==> src/rtl/mem_arbiter.sv <==
// Single-port RAM arbiter between instruction-fetch and load/store ports; one transaction in flight.
// Define MEM_ARB_RR_EN for round-robin tie-breaking; otherwise data port has fixed priority.
module mem_arbiter #(
  parameter int ADDR_W  = 16,
  parameter int DATA_W  = 32,
  parameter int MEM_LAT = 1
) (
  input  logic              clk,
  input  logic              rst,
  input  logic              if_req,
  input  logic [ADDR_W-1:0] if_addr,
  output logic              if_ready,
  output logic              if_rvalid,
  output logic [DATA_W-1:0] if_rdata,
  input  logic              d_req,
  input  logic [3:0]        d_we,
  input  logic [ADDR_W-1:0] d_addr,
  input  logic [DATA_W-1:0] d_wdata,
  output logic              d_ready,
  output logic              d_rvalid,
  output logic [DATA_W-1:0] d_rdata,
  output logic              mem_en,
  output logic [3:0]        mem_we,
  output logic [ADDR_W-1:0] mem_addr,
  output logic [DATA_W-1:0] mem_wdata,
  input  logic [DATA_W-1:0] mem_rdata
);

  localparam int CNT_W = $clog2(MEM_LAT + 1);

  typedef enum logic {S_IDLE, S_WAIT} state_e;
  typedef enum logic {PORT_IF, PORT_D} port_e;

  state_e             state, state_n;
  port_e              win, win_n;
  logic               was_wr, was_wr_n;
  logic [CNT_W-1:0]   cnt, cnt_n;
  logic               pick_d;

  logic               if_ready_n, if_rvalid_n, d_ready_n, d_rvalid_n, mem_en_n;
  logic [DATA_W-1:0]  if_rdata_n, d_rdata_n, mem_wdata_n;
  logic [3:0]         mem_we_n;
  logic [ADDR_W-1:0]  mem_addr_n;

`ifdef MEM_ARB_RR_EN
  port_e last_grant, last_grant_n;

  // On a tie the port that did not win last time goes first.
  always_comb pick_d = d_req && (!if_req || last_grant == PORT_IF);

  always_ff @(posedge clk or posedge rst) begin
    if (rst) last_grant <= PORT_D;
    else     last_grant <= last_grant_n;
  end

  always_comb begin
    last_grant_n = last_grant;
    if (state == S_IDLE && (if_req || d_req))
      last_grant_n = pick_d ? PORT_D : PORT_IF;
  end
`else
  always_comb pick_d = d_req;
`endif

  always_comb begin
    state_n     = state;
    win_n       = win;
    was_wr_n    = was_wr;
    cnt_n       = cnt;
    if_ready_n  = 1'b0;
    if_rvalid_n = 1'b0;
    d_ready_n   = 1'b0;
    d_rvalid_n  = 1'b0;
    mem_en_n    = 1'b0;
    mem_we_n    = '0;
    if_rdata_n  = if_rdata;
    d_rdata_n   = d_rdata;
    mem_addr_n  = mem_addr;
    mem_wdata_n = mem_wdata;
    unique case (state)
      S_IDLE: begin
        if (if_req || d_req) begin
          state_n     = S_WAIT;
          win_n       = pick_d ? PORT_D : PORT_IF;
          was_wr_n    = pick_d && (|d_we);
          cnt_n       = CNT_W'(MEM_LAT);
          mem_en_n    = 1'b1;
          mem_we_n    = pick_d ? d_we : 4'b0000;
          mem_addr_n  = pick_d ? d_addr : if_addr;
          mem_wdata_n = pick_d ? d_wdata : '0;
          d_ready_n   = pick_d;
          if_ready_n  = !pick_d;
        end
      end
      S_WAIT: begin
        // Counter is zero in the cycle mem_rdata is valid, so capture on that edge.
        if (cnt == '0) begin
          state_n = S_IDLE;
          if (win == PORT_D) begin
            d_rdata_n  = was_wr ? '0 : mem_rdata;
            d_rvalid_n = 1'b1;
          end else begin
            if_rdata_n  = mem_rdata;
            if_rvalid_n = 1'b1;
          end
        end else begin
          cnt_n = cnt - CNT_W'(1);
        end
      end
      default: state_n = S_IDLE;
    endcase
  end

  always_ff @(posedge clk or posedge rst) begin
    if (rst) begin
      state     <= S_IDLE;
      win       <= PORT_IF;
      was_wr    <= 1'b0;
      cnt       <= '0;
      if_ready  <= 1'b0;
      if_rvalid <= 1'b0;
      if_rdata  <= '0;
      d_ready   <= 1'b0;
      d_rvalid  <= 1'b0;
      d_rdata   <= '0;
      mem_en    <= 1'b0;
      mem_we    <= '0;
      mem_addr  <= '0;
      mem_wdata <= '0;
    end else begin
      state     <= state_n;
      win       <= win_n;
      was_wr    <= was_wr_n;
      cnt       <= cnt_n;
      if_ready  <= if_ready_n;
      if_rvalid <= if_rvalid_n;
      if_rdata  <= if_rdata_n;
      d_ready   <= d_ready_n;
      d_rvalid  <= d_rvalid_n;
      d_rdata   <= d_rdata_n;
      mem_en    <= mem_en_n;
      mem_we    <= mem_we_n;
      mem_addr  <= mem_addr_n;
      mem_wdata <= mem_wdata_n;
    end
  end

endmodule

==> config.mk <==
export PLATFORM = sky130hd
export DESIGN_NAME = mem_arbiter
export DESIGN_NICKNAME = d
export VERILOG_FILES = /design/src/rtl/mem_arbiter.sv
export SDC_FILE = /design/constraint.sdc
export NUM_CORES = 1
export LEC_CHECK = 0
export ABC_CLOCK_PERIOD_IN_PS = 8200
export CORE_ASPECT_RATIO = 1.5
export CORE_MARGIN = 2
export CORE_UTILIZATION = 40
export CTS_BUF_LIST = sky130_fd_sc_hd__clkbuf_8
export CTS_CLUSTER_DIAMETER = 40
export DETAILED_ROUTE_END_ITERATION = 10
export PLACE_DENSITY = 0.78
export SETUP_SLACK_MARGIN = 0.3
export SLEW_MARGIN = 20
export SYNTH_ARGS = -nofsm -noshare
export SYNTH_HDL_FRONTEND = slang
export SYNTH_SLANG_ARGS = --single-unit
==> constraint.sdc <==
create_clock -name clk -period 8.2 [get_ports clk]
set_clock_uncertainty 0.1 [all_clocks]
set_input_delay 0.82 -clock clk [delete_from_list [all_inputs] [get_ports clk]]
set_output_delay 0.82 -clock clk [all_outputs]
set_load 0.005 [all_outputs]
Figure 1. Clock routing.
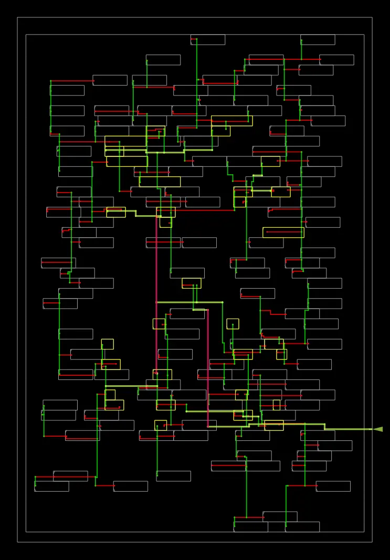
TritonCTS Buffers: 17
clock buffer count: 17
Clock Power: 0.624 mW
Late-Pin Clk Latency: 0.42 ns

Figure 2. PDN straps and rails.
Pins as bars on the die edge.
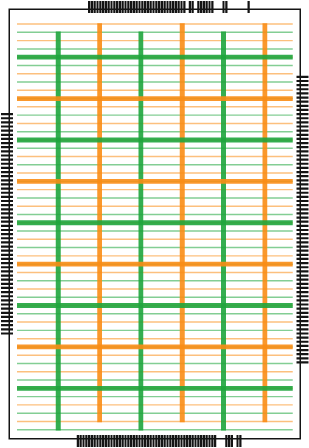
orange -> VDD
green -> VSS
met5 straps = 9
met1 rails = 50
signal pins = 225
rows = 49

Figure 3. Close-up of the layout.
Window x 0 to 50, y 80 to 130 um. Cells in gray, sequential cells in the stronger gray; small squares are vias.
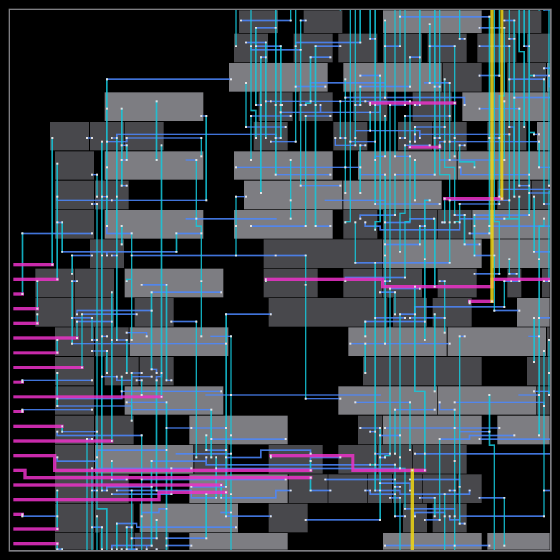
yellow -> met4
blue -> met1
cyan -> met2
magenta -> met3
cells with their middle in the window = 112
netlist names of flops here include = `mem_wdata` (24), `mem_we` (4)
sequential cells in the window = 32
most frequent = clkdlybuf4s50_1 (41), dfrtp_1 (32), a22o_1 (24)

==> job_summary.md <==
## PnR job results

| Metric | Value |
|---|---|
| Status | `completed` |
| CP arrival | `between 3 and 4 ns` |
| Adder Share, Synth | `0%` |
| Multiplexer share | `a little over a fifth` |
| Logic area | `between 1500 and 2000 um^2` |
| Ys cells | `roughly 330` |
| Fin crit share | `roughly 34%` |
| Rows | `about 49` |
| Clock share of power | `between 20 and 25%` |
| Largest fanout on the critical path | `36` |
| Synthesized registers | `about 130` |
| Final non-clock buffer share | `between 20% and 30%` |
| Hold Path Origin | `d_rdata[27]` |
| I/O Buffers | `between 200 and 250` |
| Routed wire per std cell | `roughly 17 um` |
| CTS Sinks | `approximately 130` |
| DRT iter0 DRCs | `~86` |
| Initial antenna violation count | `0` |
| Height of the die | `around 140 um` |
| Critical path origin | `d_req` |
| Yosys simple share | `5.68%` |
| All-Layer GR Usage | `a little under a fifth` |
| Clock Path Buffers | `2` |
| Crit end category | `flip-flop` |
| Synthesis warning total | `0` |
| Root Driver | `clkbuf_8` |
| Top power group | `combinational logic` |
| Flip-flops | `between 100 and 150` |
| Number of max-cap violations | `0` |
| Filler cell count | `about 950` |
| Main flop type | `dfrtp_1` |
| Vias in the first global route | `around 3800` |
| First-pass DRT Iterations | `4` |
| RSZ-0062 raised after global routing | `no` |
| Crit path cell chain | `clkdlybuf4s50_1 > o21bai_4 > buf_12 > mux2_2` |
| Logic power comb | `between 1 and 1.5 mW` |
| Yosys stat chip area | `4980 um^2` |
| Largest net degree at the start of global routing | `77` |
| Synth Area per Inst | `roughly 15 um^2` |
| Yosys aoi share | `6.39%` |
| Die W | `approximately 95 um` |
| TNS Setup | `0 ns` |
| Seq share, synth | `62.8%` |
| Global-route wire length before repair | `18900 um` |
| Path category of the worst min-delay check | `reg -> reg` |
| Max-area cell share | `between 60% and 70%` |
| Via count | `3529` |
| Critical path endpoint | `mem_addr[2]` |
| Final antenna-violating net count | `0` |
| H-tree levels | `4` |
| Switching part of the total power | `~28%` |
| Top cells, area | `dfrtp_1 63%, mux2_2 21%, a22o_1 5.8%` |
| Clk pin slew, worst setup/hold paths | `approximately 0.080 ns` |
| Layout Cells excl Fill | `between 700 and 800` |
| Share of layout cells above drive strength 1 | `about a quarter` |
| Hold depth | `1` |
| Chip footprint | `approximately 13000 um^2` |
| Grt total ovfl | `0` |
| Reg-to-Reg Start | `state` |
| Relative slew slack | `between 30% and 40%` |
| Top cell category | `flip-flops and latches` |
| PostCTS Resize Cnt | `0` |
| Core area | `12100 um^2` |
| Dpl cells | `roughly 690` |
| Number of enable flip-flop cells | `0` |
| Distinct lib cells | `22` |
| Hold path endpoint | `d_rdata[27]` |
| Register share of total power | `between 30% and 40%` |
| Nets | `~660` |
| Pins over their slew limit | `0` |
| Io pins | `roughly 230` |
| Commonest cells in the netlist | `125 x dfrtp_1, 93 x mux2_2, 33 x a22o_1` |
| Seq pwr | `around 1.1 mW` |
| Final hold vios | `0` |
| Clk tree area frac | `under 10%` |
| Actual slew at the worst max-slew pin | `0.949 ns` |
| Count leader, synth | `dfrtp_1` |
| RePlAce Congestion | `~0.73` |
| Internal Power | `about 2.1 mW` |
| # diodes | `0` |
| Number of logged tool warnings | `26` |
| Post-synth top area cell | `dfrtp_1` |
| Setup violators final | `0` |
| CP max-delay cell | `clkdlybuf4s50_1` |
| R2R setup slack | `between 6 and 7 ns` |
| Largest logic family | `multiplexers` |
| Worst Path Required | `8.41 ns` |
| RR Endpoint | `if_rdata[1]` |
| Post-Route WL | `~12000 um` |
| Inverters | `3` |
| DR DRC count | `0` |
| Post-Syn Nets | `429` |
| Synth Instances | `roughly 330` |
| Setup CP Type | `in -> reg` |
| Flop share of the area | `between 40% and 50%` |
Figure 4. Where the registers sit.
Other sequential cells in the stronger gray, the rest of the logic in the fainter gray.
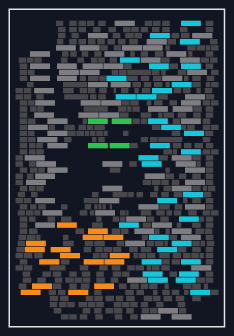
cyan -> `d_rdata`  # sequential cells 32
green -> `mem_we`  # sequential cells 4, where middle
orange -> `mem_addr`  # sequential cells 16
Final Util: 64.4%
Reg area: 3130 um^2

Figure 5. Logic cells by family.
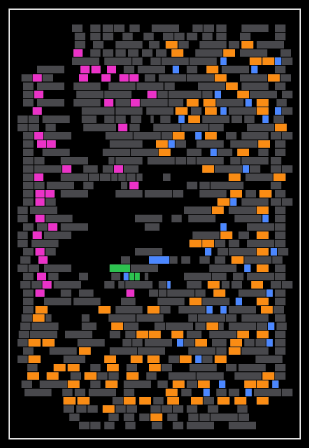
blue -> NOR gates  # cells 35
green -> inverting AOI/OAI gates  # cells 3
magenta -> AND-OR and OR-AND gates  # cells 34
orange -> multiplexers  # cells 96, where spread over the die

critical path: cells and delay by family:
family | cells | cell delay [ns]
muxes | 1 | 0.35
buffers and inverters | 2 | 1.16
AOI/OAI and AO/OA | 1 | 0.67
per-layer routing:
metal | GRT usage [%] | part of all wire, % | vias to the layer above
met3 | 6.68 | 8.1 | 13
met1 | 19.7 | 37 | 1757
met2 | 32.8 | 54 | 157
met4 | 6.25 | 1.5 | 0
li1 | - | - | 1602
met5 | 0 | 0 | -
flip-flops by register name (all words and copies together) (netlist names), 4 cells and up:
name / count
mem_wdata: 32
if_rdata: 32
d_rdata: 32
mem_we: 4
mem_addr: 16
cells in the final DEF, fill, tap and decap left out:
cell type,instances
a21o_1,1
a21oi_1,1
a22o_1,33
and2_1,4
and2b_2,1
and3b_1,1
buf_12,1
buf_4,4
bufinv_16,5
clkbuf_8,17
clkdlybuf4s50_1,224
clkinv_2,1
clkinv_4,1
clkinvlp_4,2
dfrtp_1,125
inv_1,2
inv_4,1
inv_6,6
mux2_1,3
mux2_2,93
nand2b_1,1
nor2_1,1
nor2b_1,32
nor3_1,1
nor3b_4,1
o21ai_0,1
o21bai_4,1
or4_1,1
stage by stage:
step | util [%] | cell area [um^2] | hold WS, ns | power [mW] | setup WS, ns
after global placement | 60.4 | 7290 | 0.368 | 2.26 | 4.71
after CTS | 64.2 | 7760 | 0.393 | 2.94 | 5.03
after detailed placement | 60.4 | 7290 | 0.376 | 2.31 | 4.57
final | 64.4 | 7780 | 0.391 | 2.91 | 5.40
after global routing | 64.4 | 7780 | 0.411 | 3.07 | 5.25
after floorplan | - | 4980 | 0.383 | 1.60 | 3.95
cell families after synthesis:
logic type | Yosys count
muxes | 96
DFF | 125
AOI/OAI and AO/OA | 37
and+or+nand+nor | 43
buffers and inverters | 24
No activity file was given, so power comes from the tool's default toggle rates.
